metal_stack.png
Two of the layers only.
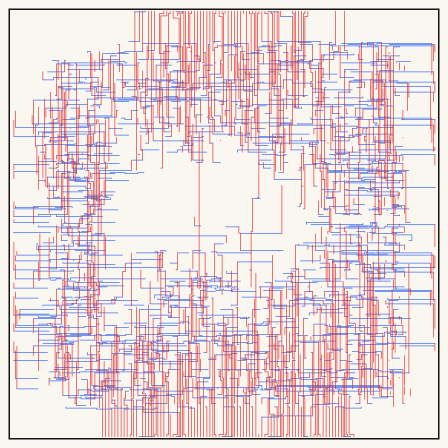
zoom.png
Window x 84 to 109, y 20 to 45 µm. Cells in grey, sequential cells in the stronger grey; small squares are vias.
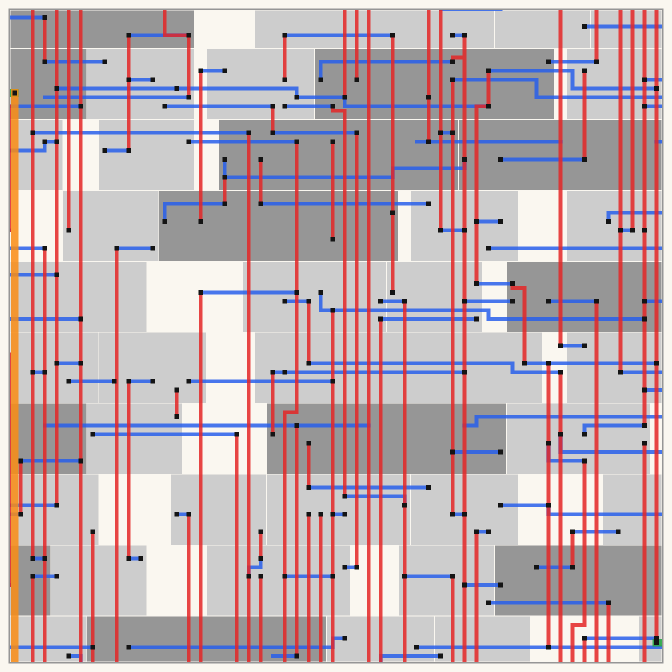
pdn.png
The bar under the picture is 50 µm long. Pins as bars on the die edge. Tap cells in grey.
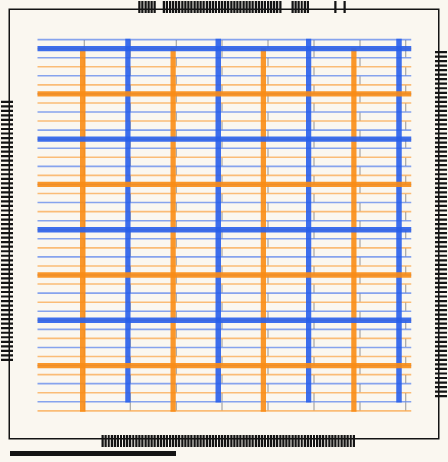
final_congestion.png
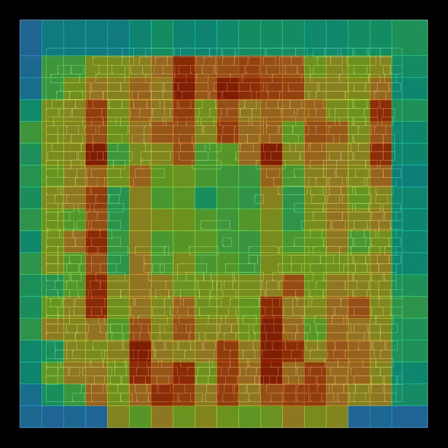
[config.mk]
export PLATFORM = sky130hd
export DESIGN_NAME = mem_port_arbiter
export DESIGN_NICKNAME = d
export VERILOG_FILES = /design/src/rtl/mem_port_arbiter.sv
export SDC_FILE = /design/constraint.sdc
export NUM_CORES = 1
export LEC_CHECK = 0
export CAP_MARGIN = 0
export CORE_MARGIN = 8
export CORE_UTILIZATION = 44
export DETAILED_ROUTE_END_ITERATION = 10
export GPL_ROUTABILITY_DRIVEN = 0
export PLACE_DENSITY = 0.95
export SYNTH_ARGS = -nofsm -noshare
export SYNTH_HDL_FRONTEND = slang
export SYNTH_SLANG_ARGS = --single-unit
[constraint.sdc]
create_clock -name clk -period 9.7 [get_ports clk]
set_input_delay 0.97 -clock clk [delete_from_list [all_inputs] [get_ports clk]]
set_output_delay 0.97 -clock clk [all_outputs]
set_load 0.05 [all_outputs]
[src/rtl/mem_port_arbiter.sv]
// Shares the single-ported data RAM between instruction fetch and load/store, round-robin on ties.
// Optional MOC watchdog (bus_err abort) is built when MEM_ARB_TIMEOUT_EN is defined.
module mem_port_arbiter #(
  parameter int AW      = 32,
  parameter int DW      = 32,
  parameter int TIMEOUT = 15
) (
  input  logic          clk,
  input  logic          reset,
  input  logic          if_req,
  input  logic [AW-1:0] if_addr,
  output logic [DW-1:0] if_rdata,
  output logic          if_done,
  input  logic          d_req,
  input  logic          d_rw,
  input  logic [AW-1:0] d_addr,
  input  logic [DW-1:0] d_wdata,
  output logic [DW-1:0] d_rdata,
  output logic          d_done,
  output logic          stall,
  output logic          ram_enable,
  output logic          ram_mov,
  output logic          ram_rw,
  output logic [AW-1:0] ram_addr,
  output logic [DW-1:0] ram_wdata,
  input  logic [DW-1:0] ram_rdata,
  input  logic          ram_moc,
  output logic          bus_err,
  output logic [1:0]    dbg_state
);
  // Requesters: req is valid, done is the one-cycle ready; fields stay stable while req is high
  // until done. RAM side: mov is held until moc is sampled high, and no new mov until moc is low.
  typedef enum logic [1:0] {S_IDLE = 2'd0, S_ACCESS = 2'd1, S_RELEASE = 2'd2} state_t;
  localparam logic OWN_FETCH = 1'b0;
  localparam logic OWN_DATA  = 1'b1;

  state_t        state_q, state_d;
  logic          owner_q, owner_d;
  logic          last_owner_q, last_owner_d;
  logic [DW-1:0] if_rdata_q, if_rdata_d;
  logic [DW-1:0] d_rdata_q, d_rdata_d;
  logic          if_done_q, if_done_d;
  logic          d_done_q, d_done_d;
  logic          ram_enable_q, ram_enable_d;
  logic          ram_mov_q, ram_mov_d;
  logic          ram_rw_q, ram_rw_d;
  logic [AW-1:0] ram_addr_q, ram_addr_d;
  logic [DW-1:0] ram_wdata_q, ram_wdata_d;
  logic          grant_data;

`ifdef MEM_ARB_TIMEOUT_EN
  localparam int CW = $clog2(TIMEOUT + 1);
  logic [CW-1:0] cnt_q, cnt_d;
  logic          bus_err_q, bus_err_d;
`endif

  always_comb begin
    state_d      = state_q;
    owner_d      = owner_q;
    last_owner_d = last_owner_q;
    if_rdata_d   = if_rdata_q;
    d_rdata_d    = d_rdata_q;
    if_done_d    = 1'b0;
    d_done_d     = 1'b0;
    ram_enable_d = ram_enable_q;
    ram_mov_d    = ram_mov_q;
    ram_rw_d     = ram_rw_q;
    ram_addr_d   = ram_addr_q;
    ram_wdata_d  = ram_wdata_q;
`ifdef MEM_ARB_TIMEOUT_EN
    cnt_d        = cnt_q;
    bus_err_d    = 1'b0;
`endif
    // Data wins when alone, or on a tie when fetch was served last.
    grant_data = d_req & (~if_req | (last_owner_q == OWN_FETCH));

    case (state_q)
      S_IDLE: begin
        if (if_req | d_req) begin
          state_d      = S_ACCESS;
          owner_d      = grant_data ? OWN_DATA : OWN_FETCH;
          ram_enable_d = 1'b1;
          ram_mov_d    = 1'b1;
          ram_addr_d   = grant_data ? d_addr : if_addr;
          ram_rw_d     = grant_data ? d_rw : 1'b1;
          ram_wdata_d  = grant_data ? d_wdata : '0;
`ifdef MEM_ARB_TIMEOUT_EN
          cnt_d        = '0;
`endif
        end
      end
      S_ACCESS: begin
        if (ram_moc) begin
          if (ram_rw_q) begin
            if (owner_q == OWN_DATA) d_rdata_d = ram_rdata;
            else                     if_rdata_d = ram_rdata;
          end
          if_done_d    = (owner_q == OWN_FETCH);
          d_done_d     = (owner_q == OWN_DATA);
          ram_mov_d    = 1'b0;
          ram_enable_d = 1'b0;
          last_owner_d = owner_q;
          state_d      = S_RELEASE;
        end
`ifdef MEM_ARB_TIMEOUT_EN
        else if (cnt_q == CW'(TIMEOUT - 1)) begin
          if_done_d    = (owner_q == OWN_FETCH);
          d_done_d     = (owner_q == OWN_DATA);
          bus_err_d    = 1'b1;
          ram_mov_d    = 1'b0;
          ram_enable_d = 1'b0;
          last_owner_d = owner_q;
          state_d      = S_RELEASE;
        end else begin
          cnt_d = cnt_q + 1'b1;
        end
`endif
      end
      S_RELEASE: begin
        if (!ram_moc) state_d = S_IDLE;
      end
      default: state_d = S_IDLE;
    endcase
  end

  always_ff @(posedge clk or posedge reset) begin
    if (reset) begin
      state_q      <= S_IDLE;
      owner_q      <= OWN_FETCH;
      last_owner_q <= OWN_FETCH;
      if_rdata_q   <= '0;
      d_rdata_q    <= '0;
      if_done_q    <= 1'b0;
      d_done_q     <= 1'b0;
      ram_enable_q <= 1'b0;
      ram_mov_q    <= 1'b0;
      ram_rw_q     <= 1'b0;
      ram_addr_q   <= '0;
      ram_wdata_q  <= '0;
`ifdef MEM_ARB_TIMEOUT_EN
      cnt_q        <= '0;
      bus_err_q    <= 1'b0;
`endif
    end else begin
      state_q      <= state_d;
      owner_q      <= owner_d;
      last_owner_q <= last_owner_d;
      if_rdata_q   <= if_rdata_d;
      d_rdata_q    <= d_rdata_d;
      if_done_q    <= if_done_d;
      d_done_q     <= d_done_d;
      ram_enable_q <= ram_enable_d;
      ram_mov_q    <= ram_mov_d;
      ram_rw_q     <= ram_rw_d;
      ram_addr_q   <= ram_addr_d;
      ram_wdata_q  <= ram_wdata_d;
`ifdef MEM_ARB_TIMEOUT_EN
      cnt_q        <= cnt_d;
      bus_err_q    <= bus_err_d;
`endif
    end
  end

  assign if_rdata   = if_rdata_q;
  assign d_rdata    = d_rdata_q;
  assign if_done    = if_done_q;
  assign d_done     = d_done_q;
  assign ram_enable = ram_enable_q;
  assign ram_mov    = ram_mov_q;
  assign ram_rw     = ram_rw_q;
  assign ram_addr   = ram_addr_q;
  assign ram_wdata  = ram_wdata_q;
  assign dbg_state  = state_q;
  assign stall      = (if_req & ~if_done_q) | (d_req & ~d_done_q);

`ifdef MEM_ARB_TIMEOUT_EN
  assign bus_err = bus_err_q;
`else
  // No watchdog in this build; the expression is constant 0 for any legal TIMEOUT.
  assign bus_err = (TIMEOUT < 0);
`endif

endmodule

==> flow_summary.json <==
{
  "crit_top_cell": "clkdlybuf4s50_1",
  "status": "finished, final reports clean",
  "nClkBuffers": 21,
  "whs_path_depth": 1,
  "drive_gt1_share_pct": 26.20,
  "required_ns": 8.73,
  "p_per_area_nw_per_um2": 418.6,
  "dp_slack_ns": 6.055,
  "yosysSeqAreaShare_pct": 61.04,
  "fp_util_pct": 44.54,
  "critPathCaptureType": "output port",
  "slew_viol_final": 0,
  "p_clk_uw": 664,
  "setup_viol": 0,
  "comb_share_pct": 22.44,
  "cpLargestDelayFamily": "buffers and inverters",
  "path_max_fanout": 3,
  "cp.depth": 4,
  "tightest_slew_ns": 1.233,
  "seq_cell_power_uw": 1000,
  "ys_sh_simple_pct": 1.795,
  "hold_end": "if_rdata[23]",
  "fillers": 846,
  "holdCritStartpoint": "if_rdata[23]",
  "n_antenna_cell": 0,
  "ctsHtreeMaxLevel": 4,
  "dp_hpwl_um": 12710,
  "wl_met1_um": 6141,
  "period_used_pct": 37.87,
  "layout.nonclk_buf_share_pct": 30.18,
  "inverters": 4,
  "signal_buffers": 272,
  "cts_made_buffers": 17,
  "slowest_delay_ns": 0.86,
  "synth_cell_types": 28,
  "synth_cells": 343,
  "root_buffer": "clkbuf_16"
}
-- metal_stack.png (at the start) --
colour	layer	wire length
blue	met1	6140 µm
red	met2	8880 µm
total track usage: 20.74%
Routed WL: 16740 µm
via count: 3990
Wirelength per Cell: 20.97 µm

-- zoom.png (at the start) --
colour	layer
blue	met1
red	met2
green	met3
orange	met4
netlist names of flops here include	ram_addr (9)
sequential cells in the window	9
most frequent	mux2_2 (11), clkdlybuf4s50_1 (11), dfrtp_1 (9)
cells with their middle in the window	39

-- pdn.png (at the start) --
colour	net
orange	VSS
blue	VDD
tap cells	172
signal pins	271
met1 rails	42
rows	41
CORE AREA: 12520 µm²
die height: 128.6 µm
die span in x: 128.6 µm
VDD IR-drop max: 0.0002410 V

-- final_congestion.png (at the start) --
final core area utilization: 71.86%
met3 track demand over resource: 7.406%
GRT met1 Usage: 21.51%
met2 Usage GRT: 37.54%
Most Crowded Layer GR: met2

Power figures rest on the tool's default switching activity, not on a simulated workload.
